File: config.mk
export PLATFORM = sky130hd
export DESIGN_NAME = dcache_controller_flat
export DESIGN_NICKNAME = d
export VERILOG_FILES = /design/src/rtl/dcache_controller_if.sv /design/src/rtl/dcache_controller.sv /design/src/flat_wrapper.sv
export SDC_FILE = /design/constraint.sdc
export NUM_CORES = 1
export LEC_CHECK = 0
export CORE_ASPECT_RATIO = 1.1
export CORE_UTILIZATION = 30
export CTS_CLUSTER_SIZE = 12
export DETAILED_ROUTE_END_ITERATION = 7
export GPL_TIMING_DRIVEN = 0
export HOLD_SLACK_MARGIN = 0.02
export PLACE_DENSITY = 0.52
export SYNTH_ARGS = -nofsm -noshare
export SYNTH_HDL_FRONTEND = slang
export SYNTH_SLANG_ARGS = --single-unit
File: constraint.sdc
create_clock -name CLK -period 8.1 [get_ports CLK]
set_input_delay 1.62 -clock CLK [delete_from_list [all_inputs] [get_ports CLK]]
set_output_delay 1.62 -clock CLK [all_outputs]
set_load 0.02 [all_outputs]
File: src/rtl/dcache_controller_if.sv
// CPU-side and memory-side signal bundle for dcache_controller.
// master = CPU/memory environment, slave = the cache controller.
interface dcache_controller_if #(
  parameter int BLOCK_BYTES = 4
);
  localparam int LINE_W     = 8 * BLOCK_BYTES;
  localparam int MEM_ADDR_W = 8 - $clog2(BLOCK_BYTES);

  logic                  read;
  logic                  write;
  logic [7:0]            address;
  logic [7:0]            writedata;
  logic [7:0]            readdata;
  logic                  busywait;
  logic                  mem_read;
  logic                  mem_write;
  logic [MEM_ADDR_W-1:0] mem_address;
  logic [LINE_W-1:0]     mem_writedata;
  logic [LINE_W-1:0]     mem_readdata;
  logic                  mem_busywait;

  modport slave (
    input  read, write, address, writedata, mem_readdata, mem_busywait,
    output readdata, busywait, mem_read, mem_write, mem_address, mem_writedata
  );

  modport master (
    output read, write, address, writedata, mem_readdata, mem_busywait,
    input  readdata, busywait, mem_read, mem_write, mem_address, mem_writedata
  );
endinterface

File: src/rtl/dcache_controller.sv
// Direct-mapped write-back data cache with IDLE/WRITEBACK/FETCH control FSM.
// Optional hit/miss counters are enabled by defining DCACHE_STATS_EN.
module dcache_controller #(
  parameter int NUM_BLOCKS  = 8,
  parameter int BLOCK_BYTES = 4
) (
  input  logic               CLK,
  input  logic               RESET,
  dcache_controller_if.slave bus
`ifdef DCACHE_STATS_EN
  ,
  output logic [15:0]        hit_count,
  output logic [15:0]        miss_count
`endif
);
  localparam int OFF_W  = $clog2(BLOCK_BYTES);
  localparam int IDX_W  = $clog2(NUM_BLOCKS);
  localparam int TAG_W  = 8 - IDX_W - OFF_W;
  localparam int LINE_W = 8 * BLOCK_BYTES;

  typedef enum logic [1:0] {IDLE, WRITEBACK, FETCH} state_t;

  state_t                  state_reg;
  logic [NUM_BLOCKS-1:0]   valid_reg;
  logic [NUM_BLOCKS-1:0]   dirty_reg;
  logic [TAG_W-1:0]        tag_arr  [NUM_BLOCKS];
  logic [LINE_W-1:0]       line_arr [NUM_BLOCKS];
  logic [TAG_W-1:0]        miss_tag_reg;
  logic [IDX_W-1:0]        miss_idx_reg;
  logic                    mem_read_reg;
  logic                    mem_write_reg;
  logic [TAG_W+IDX_W-1:0]  mem_address_reg;
  logic [LINE_W-1:0]       mem_writedata_reg;

  logic [TAG_W-1:0]  tag;
  logic [IDX_W-1:0]  idx;
  logic [OFF_W-1:0]  off;
  logic              access;
  logic              hit;
  logic              write_hit;
  logic              miss_start;
  logic              victim_dirty;
  logic              fetch_done;
  logic [LINE_W-1:0] cur_line;
  logic [LINE_W-1:0] merged_line;
  logic [7:0]        line_bytes [BLOCK_BYTES];

  assign tag    = bus.address[7 -: TAG_W];
  assign idx    = bus.address[OFF_W +: IDX_W];
  assign off    = bus.address[OFF_W-1:0];
  assign access = bus.read | bus.write;

  assign cur_line     = line_arr[idx];
  assign hit          = valid_reg[idx] && (tag_arr[idx] == tag);
  assign write_hit    = (state_reg == IDLE) && bus.write && hit;
  assign miss_start   = (state_reg == IDLE) && access && !hit;
  assign victim_dirty = valid_reg[idx] && dirty_reg[idx];
  assign fetch_done   = (state_reg == FETCH) && !bus.mem_busywait;

  // Byte lanes of the indexed line: read mux source and write-merge target.
  genvar gi;
  generate
    for (gi = 0; gi < BLOCK_BYTES; gi++) begin : g_lane
      assign line_bytes[gi] = cur_line[gi*8 +: 8];
      assign merged_line[gi*8 +: 8] = (int'(off) == gi) ? bus.writedata
                                                        : cur_line[gi*8 +: 8];
    end
  endgenerate

  assign bus.readdata      = hit ? line_bytes[off] : 8'h00;
  assign bus.busywait      = access && !((state_reg == IDLE) && hit);
  assign bus.mem_read      = mem_read_reg;
  assign bus.mem_write     = mem_write_reg;
  assign bus.mem_address   = mem_address_reg;
  assign bus.mem_writedata = mem_writedata_reg;

  // Tag/data storage is never cleared; only valid bits qualify it.
  always_ff @(posedge CLK) begin
    if (!RESET) begin
      if (write_hit) begin
        line_arr[idx] <= merged_line;
      end
      if (fetch_done) begin
        line_arr[miss_idx_reg] <= bus.mem_readdata;
        tag_arr[miss_idx_reg]  <= miss_tag_reg;
      end
    end
  end

  always_ff @(posedge CLK) begin
    if (RESET) begin
      state_reg         <= IDLE;
      valid_reg         <= '0;
      dirty_reg         <= '0;
      miss_tag_reg      <= '0;
      miss_idx_reg      <= '0;
      mem_read_reg      <= 1'b0;
      mem_write_reg     <= 1'b0;
      mem_address_reg   <= '0;
      mem_writedata_reg <= '0;
    end else begin
      case (state_reg)
        IDLE: begin
          if (write_hit) begin
            dirty_reg[idx] <= 1'b1;
          end else if (miss_start) begin
            // Latch the miss target so a dropped request still installs correctly.
            miss_tag_reg <= tag;
            miss_idx_reg <= idx;
            if (victim_dirty) begin
              state_reg         <= WRITEBACK;
              mem_write_reg     <= 1'b1;
              mem_address_reg   <= {tag_arr[idx], idx};
              mem_writedata_reg <= cur_line;
            end else begin
              state_reg       <= FETCH;
              mem_read_reg    <= 1'b1;
              mem_address_reg <= {tag, idx};
            end
          end
        end
        WRITEBACK: begin
          if (!bus.mem_busywait) begin
            state_reg       <= FETCH;
            mem_write_reg   <= 1'b0;
            mem_read_reg    <= 1'b1;
            mem_address_reg <= {miss_tag_reg, miss_idx_reg};
          end
        end
        FETCH: begin
          if (!bus.mem_busywait) begin
            state_reg               <= IDLE;
            mem_read_reg            <= 1'b0;
            valid_reg[miss_idx_reg] <= 1'b1;
            dirty_reg[miss_idx_reg] <= 1'b0;
          end
        end
        default: begin
          state_reg     <= IDLE;
          mem_read_reg  <= 1'b0;
          mem_write_reg <= 1'b0;
        end
      endcase
    end
  end

`ifdef DCACHE_STATS_EN
  logic        missed_reg;
  logic [15:0] hit_count_reg;
  logic [15:0] miss_count_reg;

  // An access is classified at its completing (busywait-low) cycle.
  always_ff @(posedge CLK) begin
    if (RESET) begin
      missed_reg     <= 1'b0;
      hit_count_reg  <= '0;
      miss_count_reg <= '0;
    end else if (state_reg == IDLE) begin
      if (access && hit) begin
        missed_reg <= 1'b0;
        if (missed_reg) begin
          if (miss_count_reg != 16'hFFFF) miss_count_reg <= miss_count_reg + 16'd1;
        end else begin
          if (hit_count_reg != 16'hFFFF) hit_count_reg <= hit_count_reg + 16'd1;
        end
      end else begin
        missed_reg <= access;
      end
    end
  end

  assign hit_count  = hit_count_reg;
  assign miss_count = miss_count_reg;
`endif
endmodule

File: src/flat_wrapper.sv
// flat-port wrapper written by rule: the top's interface ports become plain ports
module dcache_controller_flat 
#(
  parameter int NUM_BLOCKS  = 8,
  parameter int BLOCK_BYTES = 4
)
  (CLK, RESET, bus_read, bus_write, bus_address, bus_writedata, bus_mem_readdata, bus_mem_busywait, bus_readdata, bus_busywait, bus_mem_read, bus_mem_write, bus_mem_address, bus_mem_writedata);
  dcache_controller_if #(.BLOCK_BYTES(BLOCK_BYTES)) bus_i ();
  input  logic CLK;
  input  logic RESET;
  input wire logic [$bits(bus_i.read)-1:0] bus_read;
  input wire logic [$bits(bus_i.write)-1:0] bus_write;
  input wire logic [$bits(bus_i.address)-1:0] bus_address;
  input wire logic [$bits(bus_i.writedata)-1:0] bus_writedata;
  input wire logic [$bits(bus_i.mem_readdata)-1:0] bus_mem_readdata;
  input wire logic [$bits(bus_i.mem_busywait)-1:0] bus_mem_busywait;
  output wire logic [$bits(bus_i.readdata)-1:0] bus_readdata;
  output wire logic [$bits(bus_i.busywait)-1:0] bus_busywait;
  output wire logic [$bits(bus_i.mem_read)-1:0] bus_mem_read;
  output wire logic [$bits(bus_i.mem_write)-1:0] bus_mem_write;
  output wire logic [$bits(bus_i.mem_address)-1:0] bus_mem_address;
  output wire logic [$bits(bus_i.mem_writedata)-1:0] bus_mem_writedata;
  assign bus_i.read = bus_read;
  assign bus_i.write = bus_write;
  assign bus_i.address = bus_address;
  assign bus_i.writedata = bus_writedata;
  assign bus_i.mem_readdata = bus_mem_readdata;
  assign bus_i.mem_busywait = bus_mem_busywait;
  assign bus_readdata = bus_i.readdata;
  assign bus_busywait = bus_i.busywait;
  assign bus_mem_read = bus_i.mem_read;
  assign bus_mem_write = bus_i.mem_write;
  assign bus_mem_address = bus_i.mem_address;
  assign bus_mem_writedata = bus_i.mem_writedata;
  dcache_controller #(.NUM_BLOCKS(NUM_BLOCKS), .BLOCK_BYTES(BLOCK_BYTES)) u_core (.CLK(CLK), .RESET(RESET), .bus(bus_i));
endmodule
### Close-up of the layout, run 1

The bar under the picture is 10 µm long. Region (95, 58) to (120, 83) µm. Cells in gray, sequential cells in the stronger gray; small squares are vias.
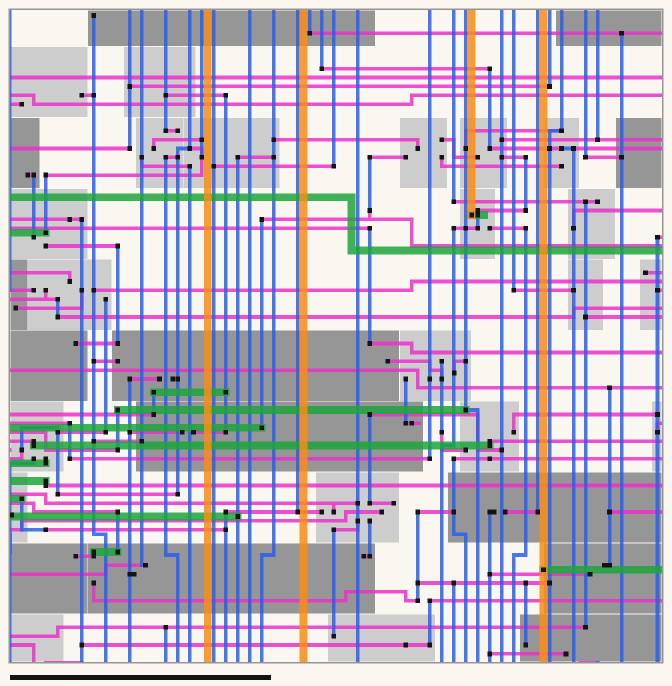
met1: shown in magenta. met4: shown in orange. met2: shown in blue. met3: shown in green.
Netlist names of flops here include `u_core.line_arr` (5). Most frequent: edfxtp_1 (5), o21ai_0 (3). Sequential cells in the window: 5. 22 logic cells have their middle in the window.

### Routed clock nets over the placement, run 1

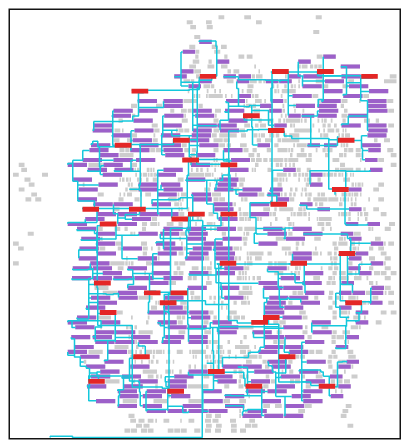
flip-flops: shown in purple, count 344. cells driving clock nets: shown in red, count 38. clock wires: shown in cyan, length 4570 µm.
There are 39 routed clock nets. Position of the flops: spread over the die.

### Wiring heat map, run 1

22 x 24 tiles, from black (low) to pale yellow (high), scaled to the fullest tile. Values are wire area over tile area, all layers added.
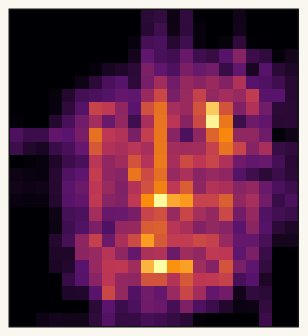
The emptiest ninth of the die: upper left. 24% of the tiles are nearly empty. The fullest tile reaches 0.61. The densest ninth of the die: center. The mean over all tiles is 0.15.

### Placed standard cells, run 1

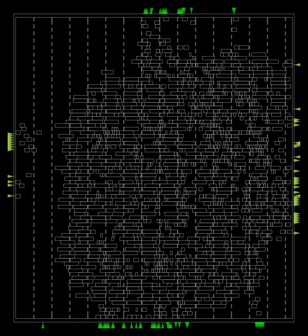
number of sequential cells: 344
FILL cells: 4726
Non-Filler Instances: 1944
fraction of area in registers: 0.527

==> Changelog: implementation, run 1 <==
### Metrics

* Status: complete, no violations
* Flop2flop setup slack at approximately 4400 ps
* Dpl hpwl at about 34000 µm
* Worst Reg-to-Reg Cells at 11
* Required time worst endpoint at around 6500 ps
* Proportion of layout cells with a drive suffix above 1 at 0.167
* PnR worst setup slack at 934 ps
* CTS Root Cell: clkbuf_16
* Yosys top cell by area: edfxtp_1
* Top cells excl fill/tap: edfxtp_1 (280), clkdlybuf4s50_1 (99), mux2i_1 (74)
* Met1 WL at slightly above 20000 µm
* Worst setup SP type: input port
* Bufs on Longest Clock Path at 3
* Syn avg cell area at 13.8 µm²
* Postcts setup bufs at 0
* CTS tree: yes
* Placed instance area at about 17000 µm²
* # rows at approximately 85
* CP bufs+invs at 6
* Peak Freq at roughly 140 MHz
* Hold depth at 2
* Final setup violating endpoints at 0
* P_leak at 6.24 nW
* Slowest library cell on the worst path: a221oi_1
* Grt met3 use at 0.0250
* Die area at 50900 µm²
* Post-Syn Area at approximately 15000 µm²
* Crit path launch: bus_address[3]
* Post-Route WL at 46800 µm
* Top-area cell share at 0.560
* Global-route wire length before repair at approximately 70000 µm
* Fin nets at roughly 1.3k
* Top Layer Used: met4
* Via density at 5.22
* Total CTS buffers at 38
* Io pins at between 100 and 150
* CP peak stage delay at between 700 and 800 ps
* Reg2reg end: u_core.line_arr[7][17]$_DFFE_PP_
* Commonest Layout Cell: edfxtp_1
* CTS sink cnt at roughly 340
* Crit path top cell by count: buf_2
* Die width at around 220 µm
* Fin area at approximately 18000 µm²
* Post-route setup TNS at 0 ps
* IO Port Bufs at roughly 99
* GRT Overall Usage at 0.183
* Post-layout period usage at 0.885
* CP Class: in2out
* Antenna violations before repair at 0
* Clk_lat worst skew at 540 ps
* Ys cells at ~1.1k
* Antenna Nets Post-Route at 0
* Critical Path End: bus_readdata[5]
* H-tree depth at 2
* Post-Synthesis Cells at between 1k and 1.5k
* Hold path startpoint: u_core.bus.mem_write$_SDFFE_PP0P_
* Crit path max-delay family: buffers and inverters
* Die Ht at roughly 240 µm
* Synth flops at between 300 and 400
* Max Cap Violations at 0
* WP data arrival at ~5600 ps
* Setup WS pre-CTS at between 900 and 1000 ps
* Routability cong. at 0.844
* Max-slew violations at 0
* Most used routing layer: met2
* Main synth FF type: edfxtp_1
## run 1: layout make-up
class                           instances  area (µm²)  share of cell area
Tap cell                              652         816              0.0444
Buffer                                 78         454              0.0247
Sequential cell                       344        9690               0.527
Multi-Input combinational cell        605        4720               0.257
Inverter                               57         214              0.0116
Clock buffer                           55        1070              0.0580
Clock inverter                         13        58.8             0.00320
Timing Repair Buffer                  140        1360              0.0741
## run 1: where the power goes
group	switching, mW	internal (mW)	leakage [nW]
logic	0.249	0.128	2.65
clock network	0.692	0.911	0.548
registers	0.00873	1.96	3.05
## run 1: logic make-up (layout without fill, tap and decap cells)
logic type,count (synthesis),count (layout),share of synthesized area
flops,344,344,0.646
mux,136,136,0.117
simple gates,220,220,0.0703
compound gates,249,249,0.122
buf+inv,135,343,0.0445
==> inputs of run 2 (changes only) <==
--- a/config.mk
+++ b/config.mk
@@ -11,7 +11,7 @@
 export DETAILED_ROUTE_END_ITERATION = 7
 export GPL_TIMING_DRIVEN = 0
 export HOLD_SLACK_MARGIN = 0.02
-export PLACE_DENSITY = 0.52
+export PLACE_DENSITY = 0.54
 export SYNTH_ARGS = -nofsm -noshare
 export SYNTH_HDL_FRONTEND = slang
 export SYNTH_SLANG_ARGS = --single-unit
==> constraint.sdc (replaced) <==
create_clock -name CLK -period 5.8 [get_ports CLK]
set_input_delay 1.16 -clock CLK [delete_from_list [all_inputs] [get_ports CLK]]
set_output_delay 1.16 -clock CLK [all_outputs]
set_load 0.02 [all_outputs]
### Wiring heat map, run 2

22 x 24 tiles, from black (low) to pale yellow (high), scaled to the fullest tile. Values are wire area over tile area, all layers added.
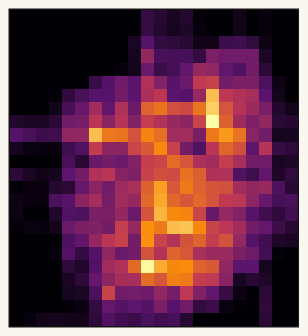
The emptiest ninth of the die: upper left. 25% of the tiles are nearly empty. 17% of the tiles are over half the peak. The mean over all tiles is 0.15. The fullest tile reaches 0.58. The densest ninth of the die: center.

==> run 2 against run 1 <==
Against the previous run:
- critical path type unchanged
- hold slack lost 1.2 ps
- global-route usage shrank 0.28 points
- combinational power grew 41%
- clock-buffer cell count shrank 7
- synthesized area is the same
- first-iteration DRC count shrank 10%
- worst setup slack lost 830 ps
- largest cell class unchanged
- critical path depth is the same
- utilization grew 0.16 points
==> Changelog: implementation, run 2 <==
### Metrics

* Status: complete, no violations (unchanged)
* Die Ht at 237 µm (unchanged)
* Top Layer Used: met4 (unchanged)
* Hold depth at 2 (unchanged)
* Post-Route WL at 46100 µm (was 46800 µm)
* Top-area cell share at 0.560 (unchanged)
* Flop2flop setup slack at 2100 ps (was 4350 ps)
* Dpl hpwl at 33500 µm (was 34300 µm)
* Comb pwr share at 0.097 (was 0.095)
* GRT Overall Usage at 0.180 (was 0.183)
* Adder Area Share at 0 (unchanged)
* Yosys top cell by area: edfxtp_1 (unchanged)
* Clock Power Share at 0.403 (was 0.406)
* Clk_lat worst skew at 550 ps (was 540 ps)
* Top cells excl fill/tap: edfxtp_1 (280), clkdlybuf4s50_1 (98), mux2i_1 (73) (was edfxtp_1 (280), clkdlybuf4s50_1 (99), mux2i_1 (74))
* IO Port Bufs at 99 (unchanged)
* CP bufs+invs at 6 (unchanged)
* Postcts setup bufs at 0 (unchanged)
* Placed instance area at 17200 µm² (was 17300 µm²)
* Comb area leader: AND-OR/OR-AND gates (unchanged)
* Post-layout period usage at 0.983
* Die width at 215 µm (unchanged)
* Non-Filler Instances at 1936 (was 1944)
* Combinational Power at 0.533 mW (was 0.377 mW)
* # rows at 85 (unchanged)
* Fin nets at 1315 (was 1317)
* Peak Freq at around 180 MHz
* Worst Reg-to-Reg Cells at 8 (was 11)
* Synth Area in Compound Gates at 0.122 (unchanged)
* Hold path startpoint: u_core.bus.mem_writedata[22]$_SDFFE_PP0P_ (was u_core.bus.mem_write$_SDFFE_PP0P_)
* Final setup violating endpoints at 0 (unchanged)
* Total CTS buffers at 37 (was 38)
* P_leak at 6.28 nW (was 6.24 nW)
* Die area at 50900 µm² (unchanged)
* Synth flops at 344 (unchanged)
* Switch share at 0.242 (was 0.240)
* Critical Path End: bus_readdata[2] (was bus_readdata[5])
* Most used routing layer: met2 (unchanged)
* Fin area at 18500 µm² (was 18400 µm²)
* Ys cells at 1084 (unchanged)
* WP data arrival at 4540 ps (was 5550 ps)
* CP Class: in2out (unchanged)
* Reg power frac at 0.500 (was 0.499)
* Max-slew violations at 0 (unchanged)
* H-tree depth at 2 (unchanged)
* Crit path launch: bus_address[3] (unchanged)
* Worst setup SP type: input port (unchanged)
* Setup WS pre-CTS at -397 ps (was 957 ps)
* Post-Synthesis Cells at 1084 (unchanged)
* Switch Pwr at 1.33 mW (was 0.950 mW)
* Main power group: registers (unchanged)
* Xor/xnor share at 0 (unchanged)
* Post-Syn Area at 15000 µm² (unchanged)
* Reg2reg end: u_core.line_arr[4][18]$_DFFE_PP_ (was u_core.line_arr[7][17]$_DFFE_PP_)
* Antenna Nets Post-Route at 0 (unchanged)
* Power Internal at 4.18 mW (was 3.00 mW)
* Proportion of layout cells with a drive suffix above 1 at 0.188 (was 0.167)
* Max Cap Violations at 0 (unchanged)
* Crit path max-delay family: buffers and inverters (unchanged)
* Io pins at 102 (unchanged)
* Via density at 5.20 (was 5.22)
* And+or+nand+nor area frac at 0.0703 (unchanged)
* Required time worst endpoint at 4640 ps (was 6480 ps)
* CTS Root Cell: clkbuf_16 (unchanged)
* Slowest library cell on the worst path: clkdlybuf4s50_1 (was a221oi_1)
## run 2: netlist changes by cell type in the layout (fill, tap and decap cells not counted), moves of 4 or more
| cell | change |
|---|---|
| o22ai_1 | -7 |
| o22ai_2 | +7 |
| clkbuf_1 | -6 |
| a221oi_1 | -4 |
| a221oi_2 | +4 |
## run 2: area by class of cell
type                            instances  area (µm²)
Sequential cell                       344        9690
Timing Repair Buffer                  139        1330
Tap cell                              652         816
Buffer                                 78         473
Inverter                               57         214
Fill cell                            4698       30700
Clock buffer                           48         988
Multi-Input combinational cell        605        4830
Clock inverter                         13         111
## run 2: logic make-up after synthesis
logic type | count (synthesis)
flip-flops | 344
AND-OR/OR-AND | 249
AND/OR/NAND/NOR | 220
multiplexers | 136
buffers and inverters | 135
==> inputs of run 3 (changes only) <==
--- a/config.mk
+++ b/config.mk
@@ -7,9 +7,9 @@
 export LEC_CHECK = 0
 export CORE_ASPECT_RATIO = 1.1
 export CORE_UTILIZATION = 30
+export CTS_BUF_LIST = sky130_fd_sc_hd__clkbuf_16
 export CTS_CLUSTER_SIZE = 12
 export DETAILED_ROUTE_END_ITERATION = 7
-export GPL_TIMING_DRIVEN = 0
 export HOLD_SLACK_MARGIN = 0.02
 export PLACE_DENSITY = 0.54
 export SYNTH_ARGS = -nofsm -noshare
### Placed standard cells, run 3

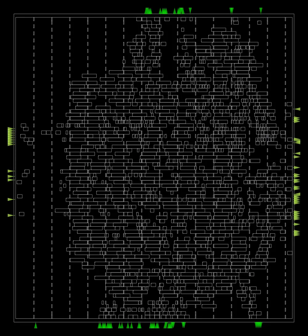
Core Util, Final: 0.365
CORE AREA: 49100 µm²
# rows: 85

==> run 3 against run 2 <==
Against the previous run:
- clock skew is 7.6 ps lower
- highest routed layer unchanged
- clock-buffer cell count down 9
- synthesized cell count did not move
- utilization shrank 1.0 points
- critical endpoint is now bus_readdata[5]
==> Changelog: implementation, run 3 <==
### Metrics

* CTS tree: yes (unchanged)
* Post-Synthesis Cells at 1084 (unchanged)
* Via density at 5.12 (was 5.20)
* Comb area leader: AND-OR/OR-AND gates (unchanged)
* IO Port Bufs at 101 (was 99)
* Required time worst endpoint at 4640 ps (about the same)
* WP data arrival at 4170 ps (was 4540 ps)
* CTS Root Cell: clkbuf_16 (unchanged)
* Max Cap Violations at 0 (unchanged)
* GRT Overall Usage at 0.167 (was 0.180)
* Power in sequential cells at 2.76 mW (was 2.75 mW)
* Post-Route WL at 42600 µm (was 46100 µm)
* Worst Reg-to-Reg Cells at 8 (unchanged)
* Comb pwr share at 0.090 (was 0.097)
* Die Ht at 237 µm (unchanged)
* Non-CTS buffers at 148 (was 217)
* CTS sink cnt at 344 (unchanged)
* CTS Hold Bufs at 0 (unchanged)
* Tapcell count at 652 (unchanged)
* Hold depth at 2 (unchanged)
* Top Layer Used: met4 (unchanged)
* Io pins at 102 (unchanged)
* And+or+nand+nor area frac at 0.0703 (unchanged)
* Peak Freq at 188 MHz (was 175 MHz)
* Grt met3 use at 0.0239 (was 0.0281)
* Seq. cell area at 9690 µm² (unchanged)
* Global-route wire length before repair at 64100 µm (was 67600 µm)
* Syn avg cell area at 13.8 µm² (unchanged)
* Bufs on Longest Clock Path at 3 (unchanged)
* Crit path max-delay family: simple AND/OR/NAND/NOR gates (was buffers and inverters)
* Clock-cell share at 0.0614 (was 0.0596)
* Antenna Nets Post-Route at 0 (unchanged)
* Yosys top cell by area: edfxtp_1 (unchanged)
* Postcts setup bufs at 0 (unchanged)
* Crit. path cell count at 8 (was 10)
* Switch Pwr at 1.28 mW (was 1.33 mW)
* Final setup violating endpoints at 0 (unchanged)
* Top cells excl fill/tap: edfxtp_1 (280), clkdlybuf4s50_1 (97), mux2i_1 (74) (was edfxtp_1 (280), clkdlybuf4s50_1 (98), mux2i_1 (73))
* Main power group: registers (unchanged)
* Count of library flops with an enable pin at 280 (unchanged)
* Clock Power Share at 0.403 (about the same)
* CP peak stage delay at 810 ps (was 560 ps)
* Fin area at 17900 µm² (was 18500 µm²)
* Fraction of area in registers at 0.540 (was 0.525)
* Max-slew violations at 0 (unchanged)
* Adder Area Share at 0 (unchanged)
* Comb/total area at 0.263 (was 0.262)
* Post-route setup TNS at 0 ps (unchanged)
* Total CTS buffers at 37 (unchanged)
* Status: complete, no violations (unchanged)
* CP bufs+invs at 3 (was 6)
* Slowest library cell on the worst path: nor2b_1 (was clkdlybuf4s50_1)
* Synth Area in Compound Gates at 0.122 (unchanged)
* FILL cells at 4749 (was 4698)
* Ys cells at 1084 (unchanged)
* Met1 WL at 18900 µm (was 19400 µm)
* Comb gate area at 4730 µm² (was 4830 µm²)
* Post-Syn Area at 15000 µm² (unchanged)
* Number of sequential cells at 344 (unchanged)
* Most used routing layer: met2 (unchanged)
* Buffer share of cell area at 0.0779 (was 0.0978)
* Synth top cells by count: edfxtp_1 (280), mux2i_1 (74), nand2_1 (73) (unchanged)
* Proportion of layout cells with a drive suffix above 1 at 0.158 (was 0.188)
* Post-layout period usage at 0.919 (was 0.983)
* Placed instance area at 16800 µm² (was 17200 µm²)
* Die area at 50900 µm² (unchanged)
* Reg power frac at 0.507 (was 0.500)
* Commonest Layout Cell: edfxtp_1 (unchanged)
* H-tree depth at 2 (unchanged)
* P_leak at 6.07 nW (was 6.28 nW)
* Die width at 215 µm (unchanged)
* Inverters at 57 (unchanged)
* Switch share at 0.235 (was 0.242)
* Multi-In Gates at 605 (unchanged)
* Routability cong. at 0.825 (was 0.843)
* Xor/xnor share at 0 (unchanged)
* Clk_lat worst skew at 530 ps (was 550 ps)
* Fin nets at 1246 (was 1315)
* # clk buffers at 39 (was 48)
* Combinational Power at 0.493 mW (was 0.533 mW)
* Antenna violations before repair at 0 (unchanged)
* Worst setup SP type: input port (unchanged)
* Synth flops at 344 (unchanged)
* P_clk at 2.20 mW (was 2.22 mW)
* Vias at 9550 (was 10.1k)
* CP Class: in2out (unchanged)
* Power Internal at 4.17 mW (was 4.18 mW)
* Dpl hpwl at 27500 µm (was 33500 µm)
* Main synth FF type: edfxtp_1 (unchanged)
* Cell type taking the most area: flip-flops and latches (unchanged)
run 3: stage by stage:
stage          setup slack (ps)  power, mW  instances
2_1_floorplan              -555       3.10       1084
3_3_place_gp                435       3.30       1806
3_5_place_dp                466       3.31       1806
4_1_cts                     461       5.50       1867
5_1_grt                     338       5.63       1867
6_report                    470       5.45       1867
run 3: final timing paths:
path	from	endpoint	slack, ps
worst min register to register	u_core.dirty_reg[2]$_SDFFE_PP0P_	u_core.dirty_reg[2]$_SDFFE_PP0P_	450
worst min-delay path	u_core.dirty_reg[2]$_SDFFE_PP0P_	u_core.dirty_reg[2]$_SDFFE_PP0P_	450
worst max register to register	u_core.tag_arr[7][2]$_DFFE_PP_	u_core.line_arr[2][17]$_DFFE_PP_	2620
worst max-delay path	bus_address[4]	bus_readdata[5]	470
Power figures rest on the tool's default switching activity, not on a simulated workload.
